`src/rtl/sumador_segmentado.sv`:
```
// sumador_segmentado
//   Pipelined unsigned adder. WIDTH-bit operands are summed SLICE bits per
//   stage, the carry rippling from one stage register to the next, so the
//   result appears STAGES = WIDTH/SLICE edges after acceptance.
//
//   Optional feature macro: SUMADOR_SAT_EN
//     defined   -> sum_out saturates to all ones when the final carry is 1
//                  (carry_out still reports the true carry).
//     undefined -> sum_out is the wrap-around sum modulo 2^WIDTH.
//
//   Ports
//     clk        in   clock, rising edge
//     reset_L    in   asynchronous active-low reset
//     valid_in   in   input transaction present
//     ready_in   out  block accepts input this cycle (combinational)
//     idx        in   IDX_W tag travelling with the operands
//     dataA      in   WIDTH operand A
//     dataB      in   WIDTH operand B
//     valid_out  out  result present on sum_out/carry_out/idx_out
//     ready_out  in   consumer accepts the result this cycle
//     sum_out    out  WIDTH sum
//     carry_out  out  carry out of the MSB
//     idx_out    out  IDX_W tag of the result
//
//   Handshake: a transfer happens at a rising edge where valid and ready are
//   both 1. The whole pipe advances together when adv = ready_out | ~valid_out,
//   and ready_in equals adv, so a stalled output freezes every stage and
//   blocks new input in the same cycle.
//
//   WIDTH must be a multiple of SLICE.
module sumador_segmentado #(
  parameter int WIDTH = 8,
  parameter int SLICE = 4,
  parameter int IDX_W = 4
) (
  input  logic             clk,
  input  logic             reset_L,
  input  logic             valid_in,
  output logic             ready_in,
  input  logic [IDX_W-1:0] idx,
  input  logic [WIDTH-1:0] dataA,
  input  logic [WIDTH-1:0] dataB,
  output logic             valid_out,
  input  logic             ready_out,
  output logic [WIDTH-1:0] sum_out,
  output logic             carry_out,
  output logic [IDX_W-1:0] idx_out
);

  localparam int STAGES = WIDTH / SLICE;

  // Stage registers. sum_q[k] holds valid sum slices 0..k; opa_q/opb_q[k]
  // carry the operands forward so slices k+1.. are available downstream.
  logic             valid_q [STAGES];
  logic [IDX_W-1:0] idx_q   [STAGES];
  logic             carry_q [STAGES];
  logic [WIDTH-1:0] sum_q   [STAGES];
  logic [WIDTH-1:0] opa_q   [STAGES];
  logic [WIDTH-1:0] opb_q   [STAGES];

  logic             valid_d [STAGES];
  logic [IDX_W-1:0] idx_d   [STAGES];
  logic             carry_d [STAGES];
  logic [WIDTH-1:0] sum_d   [STAGES];
  logic [WIDTH-1:0] opa_d   [STAGES];
  logic [WIDTH-1:0] opb_d   [STAGES];

  // Source of each stage: stage 0 reads the input port, stage k reads k-1.
  logic             src_v   [STAGES];
  logic [IDX_W-1:0] src_idx [STAGES];
  logic             src_c   [STAGES];
  logic [WIDTH-1:0] src_s   [STAGES];
  logic [WIDTH-1:0] src_a   [STAGES];
  logic [WIDTH-1:0] src_b   [STAGES];

  logic [SLICE:0]   slice_sum;
  logic             adv;

  assign adv      = ready_out | ~valid_out;
  assign ready_in = adv;

  always_comb begin
    slice_sum  = '0;
    src_v[0]   = valid_in;
    src_idx[0] = idx;
    src_c[0]   = 1'b0;
    src_s[0]   = '0;
    src_a[0]   = dataA;
    src_b[0]   = dataB;
    for (int k = 1; k < STAGES; k++) begin
      src_v[k]   = valid_q[k-1];
      src_idx[k] = idx_q[k-1];
      src_c[k]   = carry_q[k-1];
      src_s[k]   = sum_q[k-1];
      src_a[k]   = opa_q[k-1];
      src_b[k]   = opb_q[k-1];
    end
    for (int k = 0; k < STAGES; k++) begin
      slice_sum = {1'b0, src_a[k][k*SLICE +: SLICE]}
                + {1'b0, src_b[k][k*SLICE +: SLICE]}
                + {{SLICE{1'b0}}, src_c[k]};
      valid_d[k] = src_v[k];
      idx_d[k]   = src_idx[k];
      carry_d[k] = slice_sum[SLICE];
      sum_d[k]   = src_s[k];
      sum_d[k][k*SLICE +: SLICE] = slice_sum[SLICE-1:0];
      opa_d[k]   = src_a[k];
      opb_d[k]   = src_b[k];
    end
`ifdef SUMADOR_SAT_EN
    // Saturate while loading the last stage so the outputs stay registered.
    if (carry_d[STAGES-1]) begin
      sum_d[STAGES-1] = '1;
    end
`endif
  end

  always_ff @(posedge clk or negedge reset_L) begin
    if (!reset_L) begin
      for (int k = 0; k < STAGES; k++) begin
        valid_q[k] <= 1'b0;
        idx_q[k]   <= '0;
        carry_q[k] <= 1'b0;
        sum_q[k]   <= '0;
        opa_q[k]   <= '0;
        opb_q[k]   <= '0;
      end
    end else if (adv) begin
      // Bubbles shift too; their data fields are simply don't-care.
      for (int k = 0; k < STAGES; k++) begin
        valid_q[k] <= valid_d[k];
        idx_q[k]   <= idx_d[k];
        carry_q[k] <= carry_d[k];
        sum_q[k]   <= sum_d[k];
        opa_q[k]   <= opa_d[k];
        opb_q[k]   <= opb_d[k];
      end
    end
  end

  assign valid_out = valid_q[STAGES-1];
  assign sum_out   = sum_q[STAGES-1];
  assign carry_out = carry_q[STAGES-1];
  assign idx_out   = idx_q[STAGES-1];

endmodule
```
`config.mk`:
```
export PLATFORM = sky130hd
export DESIGN_NAME = sumador_segmentado
export DESIGN_NICKNAME = d
export VERILOG_FILES = /design/src/rtl/sumador_segmentado.sv
export SDC_FILE = /design/constraint.sdc
export NUM_CORES = 1
export LEC_CHECK = 0
export CORE_UTILIZATION = 45
export CTS_CLUSTER_DIAMETER = 100
export DETAILED_ROUTE_END_ITERATION = 7
export DONT_BUFFER_PORTS = 1
export PLACE_DENSITY = 0.68
export SLEW_MARGIN = 0
export SYNTH_ARGS = -nofsm -noshare
export SYNTH_HDL_FRONTEND = slang
export SYNTH_SLANG_ARGS = --single-unit
```
`constraint.sdc`:
```
create_clock -name clk -period 2.1 [get_ports clk]
set_input_delay 0.315 -clock clk [delete_from_list [all_inputs] [get_ports clk]]
set_output_delay 0.315 -clock clk [all_outputs]
set_load 0.005 [all_outputs]
```
### Routed metal per tile, run 1

The bar under the picture is 20 um long. 12 x 12 tiles, from dark purple (low) to yellow (high), scaled to the fullest tile. Values are wire area over tile area, all layers added.
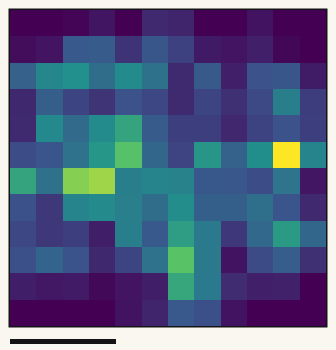
fullest tile	0.48
densest ninth of the die	middle left
nearly empty tiles	13%
tiles over half the peak	8.3%
mean over tiles	0.12

### Drive-strength map, run 1

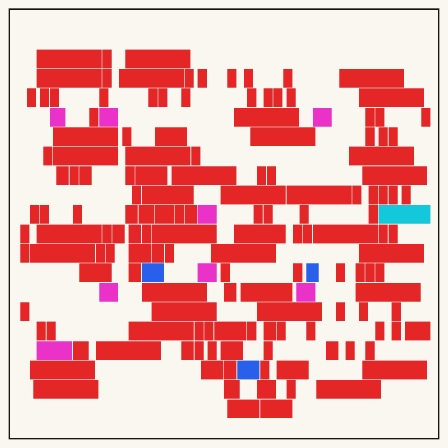
size	colour	cells	most used
x2	blue	3	a21oi_2
x3 and x4	magenta	8	clkbuf_4
x6 and larger	cyan	1	buf_12
x1 and smaller	red	147	nand2_1
Non-clock buffers: 3
post-layout instance area: 0.00156 mm2
final worst setup slack: 544 ps
P&R area growth vs syn: 3.32%

==> impl_metrics.ini, run 1 <==
; generated from flow reports
[power_and_ir_drop]
sequentialPowerShare_pct = 58.3
power.combinational.fraction_pct = 19.7
finalPower_mw = 1.43

[sta]
finalHoldViolCount = 0
maxSlewViolCount = 0
worst_slew_pin_slew_ps = 358
share_of_the_clock_period_used_by_the_worst_path_after_layout_pct = 74.1

[grt]
globalRoute.totalOverflow = 0
grt_pass1_wl_um = 4320

[synthesis]
synth.yosys.num_cells = 155
ys_top_cells_by_area = dfrtp_1, nand2_1, ha_1, fa_1, buf_12
post_synth_inst_count = 155
top_area_cell = dfrtp_1
yosysUniqueCellTypes = 19
enable_flop_cells = 0
ys_seq_share_pct = 53.1
synthesis.yosys.warnings = 0
synth_flops = 32

[placement]
globalplace.congestion = 0.828

[min_path]
worst_hold_path_type = input pin to flop

[floorplanning]
design.die.area_mm2 = 0.00359

[clocking]
cts_max_path_buffers = 2
post_cts.repair.setup_buffers = 0

[run_status]
run_status = finished clean

[route]
totalWireLength_um = 2630
routed-wl-met3_um = 188

[setup_path]
ws_path_type = flop to flop
### Cells coloured by class, run 1

The bar under the picture is 20 um long.
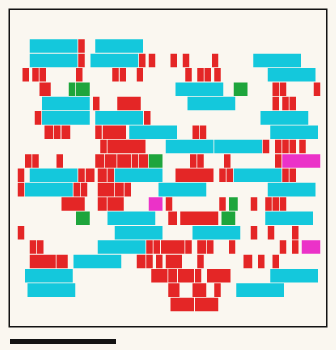
class	colour	cells	share of their area
clock drivers and dummy loads	green	7	3.1%
remaining logic cells	red	117	41%
remaining buffers and delay cells	magenta	3	2.5%
registers	cyan	32	53%

==> run 1: state kept, by name, summed over array words and instances (netlist names), 4 cells and up <==
register  cells
opb_d         4
src_s         4
sum_out       8
idx_out       4
opa_d         4
idx_d         4
==> run 1: final cells by class <==
type,count,area [um2]
clock buffer,6,41.3
clock inverter,1,5.00
fill,307,1570
inverter,8,32.5
multi-input combinational,109,586
sequential,32,801
tap,44,55.1
timing repair buffer,3,37.5
==> run 1: worst min-delay path by stage <==
stage                        start  cells after the start  slack [ps]         end
after floorplan            reset_L                      0          20   carry_out
after global placement     reset_L                      0          20    src_s[1]
final                       idx[1]                      2          90    idx_d[1]
after global routing      dataA[7]                      2          60    opa_d[7]
after detailed placement   reset_L                      0          20  sum_out[1]
after CTS                 dataA[7]                      2          80    opa_d[7]
==> run 1: critical path, cell delays in order (launching register included) <==
cell and delay, ps:
dfrtp_1 410, fa_1 450, inv_1 80, fa_1 170
inv_1 40, o21ai_0 140, o21ai_0 130
==> run 1: kinds of logic after synthesis <==
group / Yosys count / synth area share [%]
buffers and inverters: 14 / 8.05
xor gates and xnor gates: 3 / 1.74
and+or+nand+nor: 79 / 20.8
adders and majority gates: 10 / 9.79
AOI/OAI and AO/OA: 17 / 6.47
DFF: 32 / 53.1
==> run 1: through the flow <==
step	instances	utilization, %	hold slack (ps)
final	203	49.8	91.7
after global routing	203	49.8	59.6
after CTS	203	49.8	79.2
after global placement	194	47.4	20.0
after floorplan	155	-	19.4
after detailed placement	194	47.4	20.0
==> run 1: cell usage in the layout, fill, tap and decap left out <==
cell	n
clkinv_2	1
dfrtp_1	32
nor2_1	7
a21o_1	2
nand2_1	68
o21ai_1	4
nand2b_1	1
inv_1	7
a21oi_1	5
nor2b_4	1
dlygate4sd3_1	1
xor2_1	3
nor2b_1	2
fa_1	3
buf_12	1
clkbuf_1	1
ha_1	7
a21oi_2	2
clkbuf_4	5
buf_4	1
inv_4	1
o21ai_0	4
==> run 1: power by group through the flow <==
stage                     Sequential, mW  Clock (mW)  Combinational, mW
after floorplan                    0.824           0              0.253
after global placement             0.847           0              0.253
after detailed placement           0.852           0              0.268
after CTS                          0.840       0.332              0.288
after global routing               0.854       0.367              0.330
final                              0.836       0.316              0.283
==> run 1: routing by layer <==
| layer | GRT usage (%) | up-vias |
|---|---|---|
| li1 | - | 485 |
| met1 | 18.8 | 469 |
| met2 | 28.3 | 34 |
| met3 | 8.66 | 5 |
| met4 | 7.31 | 0 |
| met5 | 0 | - |
==> run 1: what timing repair did <==
action,CTS,global route
hold buffers,2,0
resized,0,0
endpoints found under the hold margin,32,0
==> run 1 -> run 2 <==
- clock period: 2.1 -> 1.6 ns (I/O delays scaled with it)
==> impl_metrics.ini, run 2 <==
; generated from flow reports
[synthesis]
post_synth_inst_count = 155
synthesis.yosys.warnings = 0
ys_top_cells_by_area = dfrtp_1, nand2_1, ha_1, fa_1, buf_12
yosys_area_mm2 = 0.00151
enable_flop_cells = 0
synth.yosys.num_cells = 155
total_standard_cell_area_after_synthesis_mm2 = 0.00151
yosysUniqueCellTypes = 19
top_area_cell = dfrtp_1
synth_flops = 32
syn_avg_cell_area_um2 = 9.73
ys_seq_share_pct = 53.1

[finish]
finish.instance_area_mm2 = 0.00160
lay_top_cells = nand2_1, dfrtp_1, inv_1, nor2_1, ha_1
post_layout_nonfiller_instances = 207
layout.filler_cells = 313
seqCellArea_um2 = 801
largest_register_ffs = 8
area.combinational_um2 = 588
lay_top_count = nand2_1
p_r_area_growth_vs_syn_pct = 6.31

[floorplanning]
floorplan.core_util_pct = 48.2
design.die.area_mm2 = 0.00359
io-pin-count = 39

[min_path]
worst_hold_path_type = input pin to flop
min_from = idx[2]

[sta]
final-setup-viol-count = 0
worst_slew_pin_slew_ps = 358
share_of_the_clock_period_used_by_the_worst_path_after_layout_pct = 94.5
finalHoldViolCount = 0
maxSlewViolCount = 0

[grt]
globalRoute.totalOverflow = 0
grt_pass1_wl_um = 4090

[setup_path]
regToRegStartpoint = carry_q[1]
max_stage_delay_ps = 400
cells_traversed_along_the_worst_timing_path = fa_2, inv_1, fa_1, nor2b_1, o21ai_0, a21oi_1
worst-endpoint-arrival_ps = 1760
cell_at_the_slowest_stage_of_the_critical_path = dfrtp_1
ws_path_type = flop to flop

[power_and_ir_drop]
finalPower_mw = 1.95
power.combinational.fraction_pct = 19.3
sequentialPowerShare_pct = 56.4

[run_status]
run_status = finished clean

[route]
routed-wl-met3_um = 213
totalWireLength_um = 2580

[placement]
globalplace.congestion = 0.823
dpl-instance-area_mm2 = 0.00149
number_of_placed_instances_taps_included = 195

[clocking]
cts_max_path_buffers = 2
run 2: cell counts after synthesis:
No cell type changed its count.
run 2: final timing paths:
check,endpoint,slack (ps),cells past startpoint
worst max-delay path,carry_out,90,6
worst min-delay path,idx_d[2],20,2
worst max register to register,carry_out,90,6
worst min register to register,src_s[0],480,2
max in group asynchronous,idx_out[3],1060,2
min in group asynchronous,idx_out[2],370,2
run 2: kinds of logic after synthesis:
logic type	Yosys count	synth area share, %
compound gates	17	6.47
xor+xnor	3	1.74
fa+ha+maj	10	9.79
buf+inv	14	8.05
flops	32	53.1
simple gates	79	20.8
run 2: metrics by stage:
stage / utilization (%) / hold slack [ps] / setup WS [ps]
after CTS: 50.5 / 3.43 / 20.6
final: 51.2 / 19.0 / 88.8
after global placement: 47.6 / -55.0 / 104
after floorplan: - / -55.6 / 138
after global routing: 51.2 / 5.78 / 21.5
after detailed placement: 47.6 / -55.0 / 39.9
run 2: repair_timing:
item | 4_1_cts | 5_1_grt
hold endpoints to repair | 32 | 2
setup buffers | 0 | 0
hold buffers | 2 | 2
endpoints found under the setup margin | 0 | 4
resized | 0 | 1
run 2: power by group through the flow:
stage          combinational [mW]  sequential, mW  clock (mW)
2_1_floorplan               0.331            1.08           0
3_3_place_gp                0.334            1.11           0
3_5_place_dp                0.355            1.12           0
4_1_cts                     0.379            1.10       0.497
5_1_grt                     0.445            1.13       0.534
6_report                    0.377            1.10       0.475
run 2: area by class of cell:
class	count	area share [%]
clock buffers	6	3.20
clock inverters	2	0.625
inverters	8	2.03
multi-input cells	109	36.7
flip-flops and latches	32	50.0
well taps	44	3.43
repair buffers	6	4.06
run 2: critical path: cells and delay by family (launching register included):
kind	cells	cell delay (ps)
adders and majority gates	2	610
buffers and inverters	1	50
DFF	1	400
AOI/OAI and AO/OA	2	230
and+or+nand+nor	1	150
run 2: routing by layer:
| layer | global-route usage [%] | vias up |
|---|---|---|
| li1 | - | 490 |
| met1 | 18.3 | 467 |
| met2 | 26.3 | 30 |
| met3 | 8.23 | 4 |
| met4 | 4.98 | 0 |
| met5 | 0 | - |
### Cells coloured by class, run 2

The bar under the picture is 20 um long.
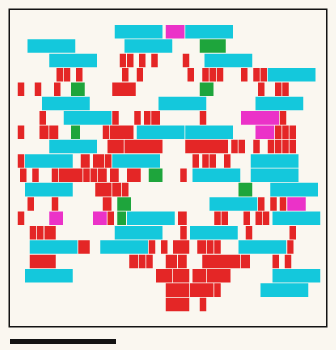
class	colour	cells	share of their area
clock drivers and dummy loads	green	8	4.0%
remaining logic cells	red	117	40%
registers	cyan	32	52%
remaining buffers and delay cells	magenta	6	4.2%

### Routing congestion map, run 2

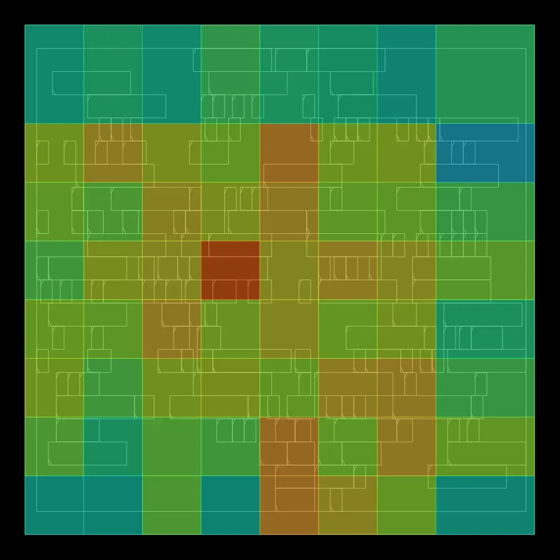
met3 global-route usage: 8.23%
Util after Layout: 51.2%
All-Layer GR Usage: 16.1%
global-route layer with the greatest usage: met2
mean routed wirelength per cell: 12.5 um

No activity file was given, so power comes from the tool's default toggle rates.
